Selected gate families:
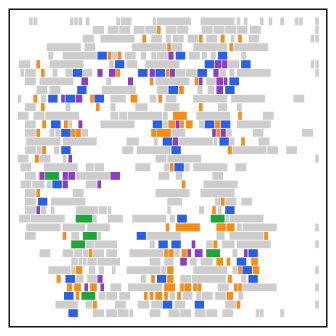
Clock routing:
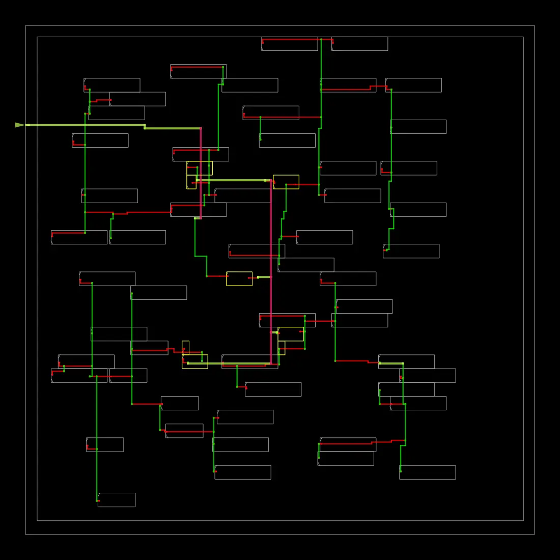
<file path="src/rtl/std_mem_burst_pkg.sv">
// Shared types for the burst reader: FSM state encoding and id tag position.
// Latency: n/a (types only).
// Backpressure: n/a.
package std_mem_burst_pkg;

    typedef enum logic [1:0] {
        IDLE,
        ISSUE,
        DRAIN,
        DONE
    } state_t;

    localparam int LAST_TAG_BIT = 0;

endpackage

</file>
<file path="src/rtl/std_mem_intf.sv">
// Single-port memory command/result channel with valid/ready handshake.
// Latency: n/a (wires only).
// Backpressure: producer holds valid and payload until ready is seen high.
interface std_mem_intf #(
    parameter int ADDR_WIDTH = 32,
    parameter int DATA_WIDTH = 32,
    parameter int ID_WIDTH   = 1
);
    logic                  valid;
    logic                  ready;
    logic                  read_enable;
    logic                  write_enable;
    logic [ADDR_WIDTH-1:0] addr;
    logic [DATA_WIDTH-1:0] data;
    logic [ID_WIDTH-1:0]   id;

    modport out (output valid, read_enable, write_enable, addr, data, id, input ready);
    modport in  (input valid, data, id, output ready);
endinterface

</file>
<file path="src/rtl/std_mem_burst_reader.sv">
// Burst reader: turns one (addr, len) request into sequential memory reads; STD_MEM_BURST_STRIDE_EN adds req_stride.
// Latency: first command one cycle after request accept; read data is passed through combinationally.
// Backpressure: out_ready drives result.ready directly; issue stalls while MAX_OUTSTANDING reads are unconsumed.
module std_mem_burst_reader
    import std_mem_burst_pkg::*;
#(
    parameter int ADDR_WIDTH      = 32,
    parameter int DATA_WIDTH      = 32,
    parameter int LEN_WIDTH       = 16,
    parameter int ADDR_STEP       = 1,
    parameter int MAX_OUTSTANDING = 2
) (
    input  logic                  clk,
    input  logic                  rst,
    input  logic                  req_valid,
    output logic                  req_ready,
    input  logic [ADDR_WIDTH-1:0] req_addr,
    input  logic [LEN_WIDTH-1:0]  req_len,
`ifdef STD_MEM_BURST_STRIDE_EN
    input  logic [ADDR_WIDTH-1:0] req_stride,
`endif
    std_mem_intf.out              command,
    std_mem_intf.in               result,
    output logic                  out_valid,
    input  logic                  out_ready,
    output logic [DATA_WIDTH-1:0] out_data,
    output logic                  out_last,
    output logic                  done
);

    localparam int OUT_W = $clog2(MAX_OUTSTANDING + 1);
    localparam logic [OUT_W-1:0] OUT_MAX = OUT_W'(MAX_OUTSTANDING);

    state_t                 state;
    logic [ADDR_WIDTH-1:0]  addr;
    logic [ADDR_WIDTH-1:0]  step;
    logic [LEN_WIDTH-1:0]   remaining;
    logic [OUT_W-1:0]       outstanding;
    logic [OUT_W-1:0]       out_next;
    logic                   cmd_valid;
    logic                   cmd_fire;
    logic                   res_fire;
    logic                   last_cmd;

`ifdef STD_MEM_BURST_STRIDE_EN
    logic [ADDR_WIDTH-1:0]  stride;
    assign step = stride;
`else
    assign step = ADDR_WIDTH'(ADDR_STEP);
`endif

    assign cmd_fire = cmd_valid && command.ready;
    assign res_fire = result.valid && out_ready;
    assign last_cmd = (remaining == LEN_WIDTH'(1));

    always_comb begin
        out_next = outstanding;
        case ({cmd_fire, res_fire})
            2'b10:   out_next = outstanding + OUT_W'(1);
            2'b01:   out_next = outstanding - OUT_W'(1);
            default: out_next = outstanding;
        endcase
    end

    // Issue gating is credit based: cmd_valid is precomputed from next-cycle outstanding,
    // so once raised it cannot drop before the command is taken.
    always_ff @(posedge clk) begin
        if (rst) begin
            state       <= IDLE;
            outstanding <= '0;
            cmd_valid   <= 1'b0;
            done        <= 1'b0;
        end else begin
            outstanding <= out_next;
            done        <= 1'b0;
            case (state)
                IDLE: begin
                    if (req_valid) begin
                        addr      <= req_addr;
                        remaining <= req_len;
`ifdef STD_MEM_BURST_STRIDE_EN
                        stride    <= req_stride;
`endif
                        if (req_len == '0) begin
                            state <= DONE;
                            done  <= 1'b1;
                        end else begin
                            state     <= ISSUE;
                            cmd_valid <= 1'b1;
                        end
                    end
                end
                ISSUE: begin
                    if (cmd_fire) begin
                        addr      <= addr + step;
                        remaining <= remaining - LEN_WIDTH'(1);
                    end
                    if (cmd_fire && last_cmd) begin
                        state     <= DRAIN;
                        cmd_valid <= 1'b0;
                    end else begin
                        cmd_valid <= (out_next < OUT_MAX);
                    end
                end
                DRAIN: begin
                    if (out_next == '0) begin
                        state <= DONE;
                        done  <= 1'b1;
                    end
                end
                DONE:    state <= IDLE;
                default: state <= IDLE;
            endcase
        end
    end

    assign req_ready = (state == IDLE) && !rst;

    assign command.valid        = cmd_valid;
    assign command.read_enable  = 1'b1;
    assign command.write_enable = 1'b0;
    assign command.addr         = addr;
    assign command.data         = '0;

    always_comb begin
        command.id               = '0;
        command.id[LAST_TAG_BIT] = last_cmd;
    end

    assign out_valid    = result.valid;
    assign out_data     = result.data;
    assign out_last     = result.id[LAST_TAG_BIT];
    assign result.ready = out_ready;

    result_needs_outstanding: assert property (@(posedge clk) disable iff (rst)
        result.valid |-> (outstanding != '0));

endmodule

</file>
<file path="src/flat_wrapper.sv">
// flat-port wrapper written by rule: the top's interface ports become plain ports
module std_mem_burst_reader_flat import std_mem_burst_pkg::*;
#(
    parameter int ADDR_WIDTH      = 32,
    parameter int DATA_WIDTH      = 32,
    parameter int LEN_WIDTH       = 16,
    parameter int ADDR_STEP       = 1,
    parameter int MAX_OUTSTANDING = 2
)
  (clk, rst, req_valid, req_ready, req_addr, req_len, out_valid, out_ready, out_data, out_last, done, command_valid, command_read_enable, command_write_enable, command_addr, command_data, command_id, command_ready, result_valid, result_data, result_id, result_ready);
  std_mem_intf #(.ADDR_WIDTH(ADDR_WIDTH), .DATA_WIDTH(DATA_WIDTH), .ID_WIDTH((2))) command_i ();
  std_mem_intf #(.ADDR_WIDTH(ADDR_WIDTH), .DATA_WIDTH(DATA_WIDTH), .ID_WIDTH((2))) result_i ();
  input  logic clk;
  input  logic rst;
  input  logic req_valid;
  output logic req_ready;
  input  logic [ADDR_WIDTH-1:0] req_addr;
  input  logic [LEN_WIDTH-1:0] req_len;
  output logic out_valid;
  input  logic out_ready;
  output logic [DATA_WIDTH-1:0] out_data;
  output logic out_last;
  output logic done;
  output wire logic [$bits(command_i.valid)-1:0] command_valid;
  output wire logic [$bits(command_i.read_enable)-1:0] command_read_enable;
  output wire logic [$bits(command_i.write_enable)-1:0] command_write_enable;
  output wire logic [$bits(command_i.addr)-1:0] command_addr;
  output wire logic [$bits(command_i.data)-1:0] command_data;
  output wire logic [$bits(command_i.id)-1:0] command_id;
  input wire logic [$bits(command_i.ready)-1:0] command_ready;
  input wire logic [$bits(result_i.valid)-1:0] result_valid;
  input wire logic [$bits(result_i.data)-1:0] result_data;
  input wire logic [$bits(result_i.id)-1:0] result_id;
  output wire logic [$bits(result_i.ready)-1:0] result_ready;
  assign command_valid = command_i.valid;
  assign command_read_enable = command_i.read_enable;
  assign command_write_enable = command_i.write_enable;
  assign command_addr = command_i.addr;
  assign command_data = command_i.data;
  assign command_id = command_i.id;
  assign command_i.ready = command_ready;
  assign result_i.valid = result_valid;
  assign result_i.data = result_data;
  assign result_i.id = result_id;
  assign result_ready = result_i.ready;
  std_mem_burst_reader #(.ADDR_WIDTH(ADDR_WIDTH), .DATA_WIDTH(DATA_WIDTH), .LEN_WIDTH(LEN_WIDTH), .ADDR_STEP(ADDR_STEP), .MAX_OUTSTANDING(MAX_OUTSTANDING)) u_core (.clk(clk), .rst(rst), .req_valid(req_valid), .req_ready(req_ready), .req_addr(req_addr), .req_len(req_len), .command(command_i), .result(result_i), .out_valid(out_valid), .out_ready(out_ready), .out_data(out_data), .out_last(out_last), .done(done));
endmodule
</file>
<file path="config.mk">
export PLATFORM = sky130hd
export DESIGN_NAME = std_mem_burst_reader_flat
export DESIGN_NICKNAME = d
export VERILOG_FILES = /design/src/rtl/std_mem_burst_pkg.sv /design/src/rtl/std_mem_intf.sv /design/src/rtl/std_mem_burst_reader.sv /design/src/flat_wrapper.sv
export SDC_FILE = /design/constraint.sdc
export NUM_CORES = 1
export LEC_CHECK = 0
export CORE_MARGIN = 2
export CORE_UTILIZATION = 41
export CTS_BUF_LIST = sky130_fd_sc_hd__clkbuf_8 sky130_fd_sc_hd__clkbuf_16
export DETAILED_ROUTE_END_ITERATION = 6
export PLACE_DENSITY = 0.83
export SKIP_LAST_GASP = 1
export SLEW_MARGIN = 15
export SYNTH_ARGS = -nofsm -noshare
export SYNTH_HDL_FRONTEND = slang
export SYNTH_SLANG_ARGS = --single-unit
</file>
<file path="constraint.sdc">
create_clock -name clk -period 6.6 [get_ports clk]
set_clock_uncertainty 0.05 [all_clocks]
set_input_delay 1.32 -clock clk [delete_from_list [all_inputs] [get_ports clk]]
set_output_delay 1.32 -clock clk [all_outputs]
set_load 0.1 [all_outputs]
</file>
==> changes_impl.md <==
## Flow update

- Adder Area Share: 0.0231
- Library cells used by synthesis: 45
- # placed instances: 562
- Clk network pwr share: 0.099
- Antenna-violating nets left: 0
- Chip Width: 100 um
- Hold Crit Depth: 2
- Core area: 0.00911 mm2
- Setup TNS: 0 ns
- Die height: 100 um
- Synthesized area per cell: 9.29 um2
- Yosys simple share: 0.200
- Unrepaired setup endpoints after global routing: false
- WL met1: 3530 um
- # rows: 35
- Setup Crit Path Kind: input port to primary output
- Reg clk slew, reported paths: 0.10 ns
- Met1 usage in global routing: 0.203
- Setup crit start: rst
- Port bufs: 91
- Cell family with most CP delay: buffers and inverters
- FILL cells: 855
- Seq area share: 0.347
- Seq power: 0.624 mW
- P_leak: 1.57 nW
- Cells after Synth: 408
- CP Data Required Time: 5.23 ns
- CTS tree: built
- Logic area: 0.00174 mm2
- Tap Cells: 111
- Max Cap Violations: 0
- Yosys top cell area share: 0.380
- Area grow syn2layout: 18.6%
- Worst hold start: u_core.state[1]
- Largest regs: u_core.command.addr x32, u_core.remaining x16
- Met2 Use GR: 0.293
- Stages on the worst setup path: 3
- Most used DFF post-synth: edfxtp_1
- Most flop-heavy register: u_core.command.addr
- Gate power share: 0.565
- Flops after synth: 54
- Top-count cell post-synth: buf_4
- Status: complete, no violations
- Asr flop ratio synth: 0
- Main logic family after synthesis: simple AND/OR/NAND/NOR gates
- Final HPWL DP: 6220 um
- Met3 Routed Length: 434 um
Notes on 'selected gate families' above:
- purple: NAND gates (cells 37)
- green: adder and majority cells (cells 7)
- blue: XOR/XNOR gates (cells 44)
- orange: NOR gates (cells 87)
Comb/total area: 0.387
most frequent logic cell in the layout: clkdlybuf4s50_1
Non-Filler Instances: 570

Notes on 'clock routing' above:
CLK BUF: 5
Sink Count: 54
clock-net power: 0.184 mW
clk_lat worst skew: 0.31 ns
cts bufs inserted: 5

Power is estimated from default activity; no workload was simulated.
